**Run 1: I/O nets highlighted**

Bar = 50 um.
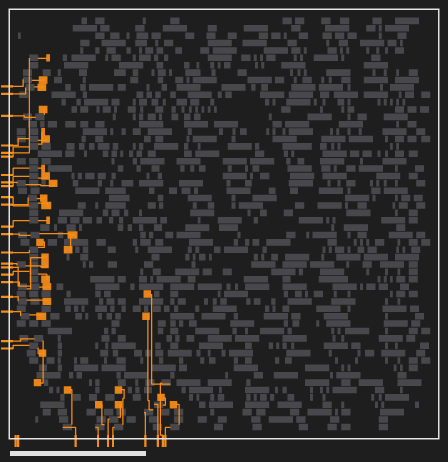
**Run 1: where the registers sit**

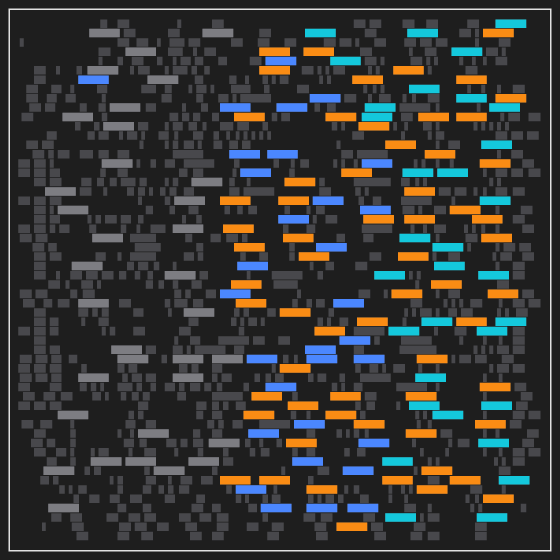
**Run 1: metal 1**

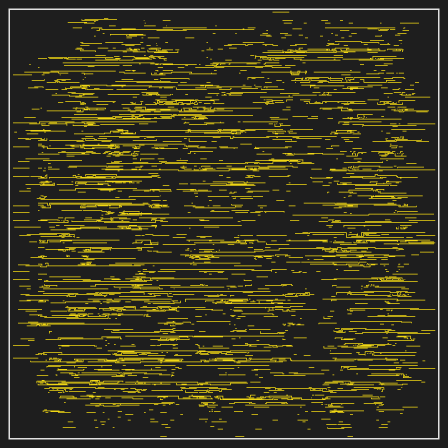
### src/rtl/fetch_stage.sv
// Purpose: MIPS instruction fetch (PC, one-deep imem handshake) plus the IF/ID pipeline register.
// Latency: request in cycle N, response earliest N+1, instruction valid in IF/ID at N+2.
// Backpressure: stall freezes PC and IF/ID; a response arriving under stall parks in a hold buffer.
module fetch_stage #(
  parameter logic [31:0] RESET_PC = 32'h0000_0000
) (
  input  logic        clk,
  input  logic        rst_n,
  output logic        imem_req,
  output logic [31:0] imem_addr,
  input  logic        imem_rvalid,
  input  logic [31:0] imem_rdata,
  input  logic        stall,
  input  logic        j_redirect,
  input  logic [31:0] j_target,
  input  logic        br_redirect,
  input  logic [31:0] br_target,
  output logic [31:0] inst,
  output logic [31:0] pc_plus4,
  output logic        inst_valid
);

  typedef enum logic [1:0] {IDLE, REQ, WAIT, HOLD} state_t;

  // One fetched word together with the PC+4 of the instruction it came from.
  typedef struct packed {
    logic [31:0] inst;
    logic [31:0] pc_plus4;
  } fetch_t;

  state_t      state, state_nxt;
  logic [31:0] pc, pc_nxt, pc_inc;
  logic        discard, discard_nxt;
  fetch_t      hold_q, hold_nxt;
  fetch_t      ifid_q, ifid_nxt;
  logic        ifid_vld, ifid_vld_nxt;
  logic        redirect;
  logic [31:0] redirect_target;
  logic        load;
  fetch_t      load_dat;

  // Requests are a pure decode of registered state so no input reaches imem_req/imem_addr.
  assign imem_req   = (state == REQ);
  assign imem_addr  = pc;
  assign inst       = ifid_q.inst;
  assign pc_plus4   = ifid_q.pc_plus4;
  assign inst_valid = ifid_vld;

  // Next-state, PC and IF/ID selection; a redirect overrides stall and kills the old path.
  always_comb begin
    state_nxt       = state;
    pc_nxt          = pc;
    discard_nxt     = discard;
    hold_nxt        = hold_q;
    load            = 1'b0;
    load_dat        = '0;
    ifid_nxt        = ifid_q;
    ifid_vld_nxt    = ifid_vld;
    pc_inc          = pc + 32'd4;
    redirect        = br_redirect | j_redirect;
    // Branch resolves later in the pipe than the jump, so it is the older instruction and wins.
    redirect_target = (br_redirect ? br_target : j_target) & 32'hFFFF_FFFC;

    case (state)
      IDLE: state_nxt = REQ;
      REQ: begin
        state_nxt = WAIT;
        // The request to the old pc still goes out; its data must be thrown away.
        if (redirect) discard_nxt = 1'b1;
      end
      WAIT: begin
        if (!imem_rvalid) begin
          if (redirect) discard_nxt = 1'b1;
        end else if (discard || redirect) begin
          discard_nxt = 1'b0;
          state_nxt   = REQ;
        end else if (!stall) begin
          load      = 1'b1;
          load_dat  = '{inst: imem_rdata, pc_plus4: pc_inc};
          pc_nxt    = pc_inc;
          state_nxt = REQ;
        end else begin
          hold_nxt  = '{inst: imem_rdata, pc_plus4: pc_inc};
          state_nxt = HOLD;
        end
      end
      HOLD: begin
        // Leaving HOLD on a redirect is what invalidates the parked word.
        if (redirect) begin
          state_nxt = REQ;
        end else if (!stall) begin
          load      = 1'b1;
          load_dat  = hold_q;
          pc_nxt    = pc_inc;
          state_nxt = REQ;
        end
      end
      default: state_nxt = IDLE;
    endcase

    if (redirect) pc_nxt = redirect_target;

    if (redirect) begin
      ifid_nxt     = '0;
      ifid_vld_nxt = 1'b0;
    end else if (load) begin
      ifid_nxt     = load_dat;
      ifid_vld_nxt = 1'b1;
    end else if (!stall) begin
      ifid_nxt     = '0;
      ifid_vld_nxt = 1'b0;
    end
  end

  // State, PC, discard flag, hold buffer and IF/ID registers; reset abandons any request in flight.
  always_ff @(posedge clk or negedge rst_n) begin
    if (!rst_n) begin
      state    <= IDLE;
      pc       <= RESET_PC;
      discard  <= 1'b0;
      hold_q   <= '0;
      ifid_q   <= '0;
      ifid_vld <= 1'b0;
    end else begin
      state    <= state_nxt;
      pc       <= pc_nxt;
      discard  <= discard_nxt;
      hold_q   <= hold_nxt;
      ifid_q   <= ifid_nxt;
      ifid_vld <= ifid_vld_nxt;
    end
  end

endmodule

### config.mk
export PLATFORM = sky130hd
export DESIGN_NAME = fetch_stage
export DESIGN_NICKNAME = d
export VERILOG_FILES = /design/src/rtl/fetch_stage.sv
export SDC_FILE = /design/constraint.sdc
export NUM_CORES = 1
export LEC_CHECK = 0
export CAP_MARGIN = 20
export CELL_PAD_IN_SITES_DETAIL_PLACEMENT = 1
export CELL_PAD_IN_SITES_GLOBAL_PLACEMENT = 2
export CORE_MARGIN = 2
export CORE_UTILIZATION = 32
export DETAILED_ROUTE_END_ITERATION = 6
export PLACE_DENSITY_LB_ADDON = 0.05
export RECOVER_POWER = 100
export SLEW_MARGIN = 40
export SYNTH_ARGS = -nofsm -noshare
export SYNTH_HDL_FRONTEND = slang
export SYNTH_SLANG_ARGS = --single-unit
### constraint.sdc
create_clock -name clk -period 5 [get_ports clk]
set_clock_uncertainty 0.1 [all_clocks]
set_input_delay 1 -clock clk [delete_from_list [all_inputs] [get_ports clk]]
set_output_delay 1 -clock clk [all_outputs]
set_load 0.01 [all_outputs]
==> notes.org, run 1 <==
#+TITLE: Implementation results

** Global route
- Total global-route track usage over all layers is 19.9%.
- For this run, global-route usage on met3 was measured as 3.94%.
- GRT Max-Usage Layer :: met2
- The first global-routing pass estimated 38500 um of wire.

** Pwr
- Switching power share of the total :: 28.3%
- Leakage :: 4.93 nW

** Status
- Run status :: complete, but fails checks
- The final reports fail on capacitance limit, slew limit.

** Floorplan
- Row generation in the floorplan step produced 56 rows.
- Die area :: 24900 um^2

** Timing
- Setup repair after global routing left no endpoint under its margin.
- Post-route period utilization is reported as 78.7%.
- Max-slew violation count :: 237
- Fmax :: 254 MHz

** CTS
- Once the clock tree was built, the resizer swapped 0 gates to a different size.
- Hold repair after CTS inserted 0 buffers.
- The number of clock buffers added by TritonCTS is 17.

** Place
- Note, the detailed placer reported a final HPWL of 17000 um.
- Before CTS, the worst setup slack after placement is 1.27 ns.

** Synth
- Per the synth log, the flip-flop and latch total comes to 159.
- Leading post-synthesis cells by cell area :: sky130_fd_sc_hd__dfrtp_1, sky130_fd_sc_hd__nand2_1, sky130_fd_sc_hd__a222oi_1, sky130_fd_sc_hd__o21ai_0, sky130_fd_sc_hd__a22oi_1
- For reference, the top cells by count after synthesis are sky130_fd_sc_hd__dfrtp_1, sky130_fd_sc_hd__nand2_1, sky130_fd_sc_hd__o21ai_0.
- Share of synthesized registers carrying an async set or reset :: 100%
- Yosys printed 0 warnings.

** Critical path
- Worst reg-to-reg path cell count :: 7
- Looking at the reg2reg group, the worst path starts from state[0].

** Routing
- The pre-antenna-repair detailed-routing pass consisted of 5 iterations.
- In the routed layout, each cell is associated on average with a via count of 5.21.

** Flow run
- Across the run, the number of max-cap violations was 4.
Back to the opening pictures, 'I/O nets highlighted':
Key: br_target = orange [bits 32, direction input, edge 22 left, 10 bottom, end cells 31, buffers 30, wire 559 um]
Port Buf Inserts: 193
I/O pin count: 200

Back to the opening pictures, 'where the registers sit':
Key: pc_plus4 = blue [sequential cells 31, where a vertical strip down the middle]; inst = cyan [sequential cells 32, where a vertical strip on the right]; hold_q = orange [sequential cells 62]
Another 34 sequential cells are not colored.
Util after Layout: 43.9%
sequential logic power: 0.00152 W
FF/Latch Area: 3980 um^2
sequential share of cell area: 38.8%

Back to the opening pictures, 'metal 1':
The layer carries 11300 um of wire. 927 nets have wire on it. The layer holds 46% of the routed length. The wires run mostly horizontal. The longest straight run is 51.5 um.
met1 layer usage reported by global route: 26.5%
post-detailed-routing wire length: 24400 um
total via count in the routed design: 6602

==> run 1: layer usage <==
layer  part of all wire (%)  vias up
li1                       -     3079
met1                     46     3317
met2                     47      185
met3                    5.1       21
met4                    1.4        0
met5                      0        -
==> run 1: final cells by class <==
class / count / share of cell area [%]
clock buffer: 18 / 4.19
timing repair buffer: 206 / 19.7
multi-input combinational: 505 / 30.2
tap: 319 / 3.89
inverter: 46 / 1.68
clock inverter: 14 / 1.51
sequential: 159 / 38.8
==> run 1: how the worst max path moves through the flow <==
| stage | start | to | slack (ns) |
|---|---|---|---|
| 4_1_cts | br_redirect | imem_addr[22] | 1.71 |
| 3_5_place_dp | stall | hold_q[8] | 1.27 |
| 6_report | br_redirect | imem_addr[15] | 1.06 |
| 2_1_floorplan | j_redirect | hold_q[26] | 2.55 |
| 3_3_place_gp | br_redirect | imem_addr[22] | 1.31 |
| 5_1_grt | br_redirect | hold_q[42] | 0.80 |
==> run 1: power by group through the flow <==
stage	combinational [W]	sequential [W]	clock, W
floorplan	0.000272	0.00152	0
global placement	0.000522	0.00153	0
detailed placement	0.000543	0.00155	0
CTS	0.000546	0.00152	0.00133
global route	0.000577	0.00154	0.00138
finish	0.000519	0.00152	0.00130
==> run 1: sequential cells by signal (all words and copies together) (netlist names) <==
signal / flops
inst: 32
state: 2
imem_addr: 30
hold_q: 62
discard: 1
inst_valid: 1
pc_plus4: 31
==> run 1: kinds of logic after synthesis <==
logic type	count (synthesis)	synth area share [%]
AND/OR/NAND/NOR	239	14.8
AND-OR/OR-AND	218	20.0
flip-flops	159	52.6
buffers and inverters	108	6.80
XOR/XNOR	36	4.17
adder cells (fa/ha/maj)	5	0.828
multiplexers	5	0.679
other	1	0.0496
--- run 2 (diff from run 1) ---
--- a/config.mk
+++ b/config.mk
@@ -9,7 +9,7 @@
 export CELL_PAD_IN_SITES_DETAIL_PLACEMENT = 1
 export CELL_PAD_IN_SITES_GLOBAL_PLACEMENT = 2
 export CORE_MARGIN = 2
-export CORE_UTILIZATION = 32
+export CORE_UTILIZATION = 27
 export DETAILED_ROUTE_END_ITERATION = 6
 export PLACE_DENSITY_LB_ADDON = 0.05
 export RECOVER_POWER = 100
==> constraint.sdc (replaced) <==
create_clock -name clk -period 3.5 [get_ports clk]
set_clock_uncertainty 0.1 [all_clocks]
set_input_delay 0.7 -clock clk [delete_from_list [all_inputs] [get_ports clk]]
set_output_delay 0.7 -clock clk [all_outputs]
set_load 0.01 [all_outputs]
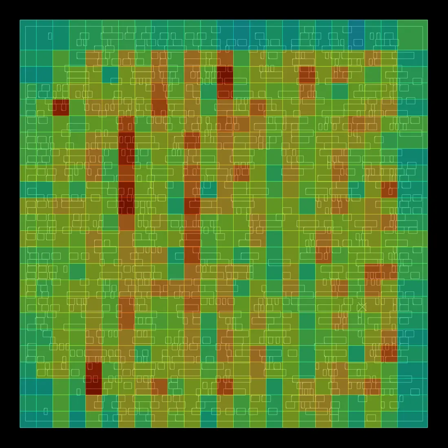
**Above:** run 2 (routing congestion).
met2 routing resource usage after global routing: 28.5%
GRT Max-Usage Layer: met2
total routing resource utilization after global routing: 17.5%
GR met3 Demand/Resource: 3.54%
wire length per cell after detailed routing: 19.2 um

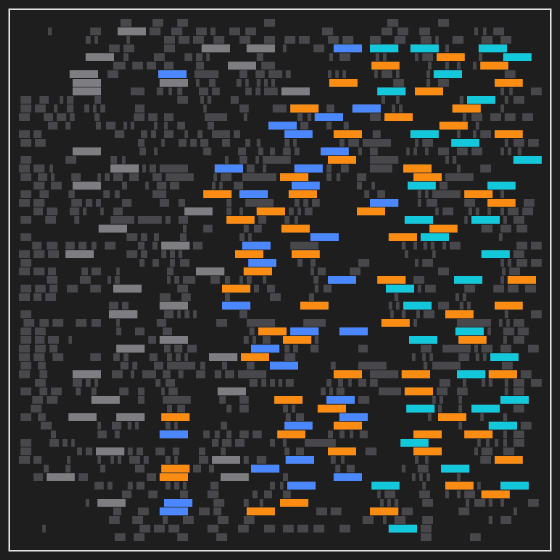
**Above:** run 2 (where the registers sit).
sequential logic power: 0.00217 W
Util after Layout: 37.6%
sequential share of cell area: 38.2%

==> run 2 against run 1 <==
Net effect: clock power up 45%; largest power group unchanged; final cell count is 5.1% higher; core utilization is 6.3 points lower; register-to-register slack got worse by 0.85 ns; cell area is 1.7% higher; critical path depth down 2; sequential cell count unchanged; wire length increased by 4.7%; the flow finishes with violations (DRC, capacitance limit, slew limit); power up 44%; critical endpoint is now inst[5]; sequential share of layout area fell by 0.66 points; via count is 0.85% higher.
==> notes.org, run 2 <==
#+TITLE: Implementation results

** Synth
- The synthesis log from Yosys contains 0 warnings.
- The main area contributors are sky130_fd_sc_hd__dfrtp_1, sky130_fd_sc_hd__nand2_1, sky130_fd_sc_hd__a222oi_1, sky130_fd_sc_hd__o21ai_0, sky130_fd_sc_hd__a22oi_1.
- Share of synthesized registers carrying an async set or reset :: 100%
- Post-synthesis sequential element count :: 159

** Status
- Violated checks :: DRC, capacitance limit, slew limit
- Run status :: complete, but fails checks

** Place
- Place WS :: 0.457 ns
- Port Buf Inserts :: 193
- After legalization and detailed placement, the total HPWL measured 17400 um.

** Flow run
- Max-cap viol count :: 1

** Layout
- Max FFs per register :: 62

** Routing
- In the post-route report, total wirelength is listed as 25500 um.
- TritonRoute reported its final design rule violation total as 1.

** Global route
- Met1 layer usage reported by global route :: 23.8%

** Pwr
- Switching power share of the total :: 28.9%
- In this run the static leakage power is 4.96 nW.

** Critical path
- STA shows the worst reg2reg path with a cell count of 7.

** CTS
- Post-CTS repair ended up resizing 0 cells.

** Timing
- For this run, the top clock speed supported by timing is 344 MHz.
- Counting pins that exceed their max-slew limit in the final report gives 27.
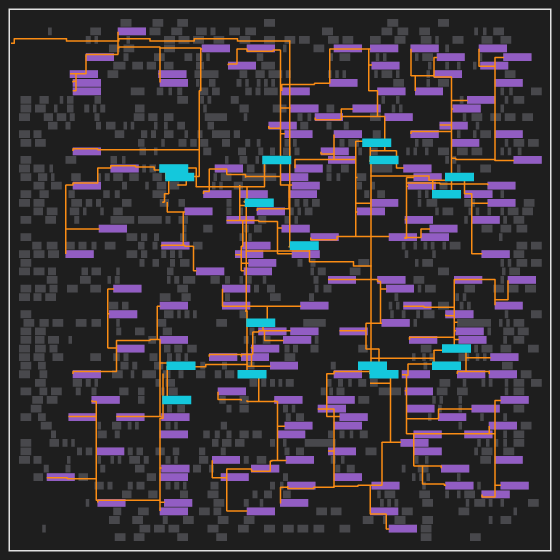
**Above:** run 2 (clock distribution).
Key: clock-net drivers = cyan [count 17]; flip-flops = purple [count 159]; clock wires = orange [length 2450 um]
Position of the flops: widely spread.
clk latency late pin: 0.42 ns
proportion of power drawn by the clock network: 39.2%
clock distribution power: 0.00189 W

==> run 2: cell counts after synthesis <==
No cell type changed its count.
==> run 2: kinds of logic after synthesis <==
kind of cell,count (synthesis),share of synthesized area [%]
compound gates,218,20.0
xor+xnor,36,4.17
fa+ha+maj,5,0.828
buf+inv,108,6.80
flops,159,52.6
mux,5,0.679
other cells,1,0.0496
simple gates,239,14.8
==> run 2: worst paths after layout <==
kind	start	endpoint	slack [ns]
worst max-delay path	j_redirect	inst[5]	0.59
worst min-delay path	hold_q[25]	hold_q[25]	0.38
worst max register to register	imem_addr[2]	hold_q[22]	0.89
worst min register to register	hold_q[25]	hold_q[25]	0.38
max in group asynchronous	rst_n	pc_plus4[18]	0.96
min in group asynchronous	rst_n	hold_q[39]	0.61
==> run 2: power by group through the flow <==
stage | Combinational (W) | Clock [W] | Sequential, W
2_1_floorplan | 0.000388 | 0 | 0.00217
3_3_place_gp | 0.000757 | 0 | 0.00219
3_5_place_dp | 0.000787 | 0 | 0.00221
4_1_cts | 0.000791 | 0.00195 | 0.00217
5_1_grt | 0.000840 | 0.00203 | 0.00220
6_report | 0.000754 | 0.00189 | 0.00217
==> run 2: cell type report <==
| class | count | share of cell area [%] |
|---|---|---|
| repair buffers | 213 | 20.4 |
| flip-flops and latches | 159 | 38.2 |
| inverters | 46 | 1.66 |
| clock inverters | 14 | 1.52 |
| clock buffers | 17 | 4.08 |
| multi-input cells | 505 | 29.6 |
| well taps | 378 | 4.54 |
==> run 2: worst max-delay path, delay by kind of cell <==
family	cells	cell delay (ns)
buffers and inverters	4	1.80
AND-OR/OR-AND	1	0.36
AND/OR/NAND/NOR	2	0.20
Power and IR drop assume default switching activity.
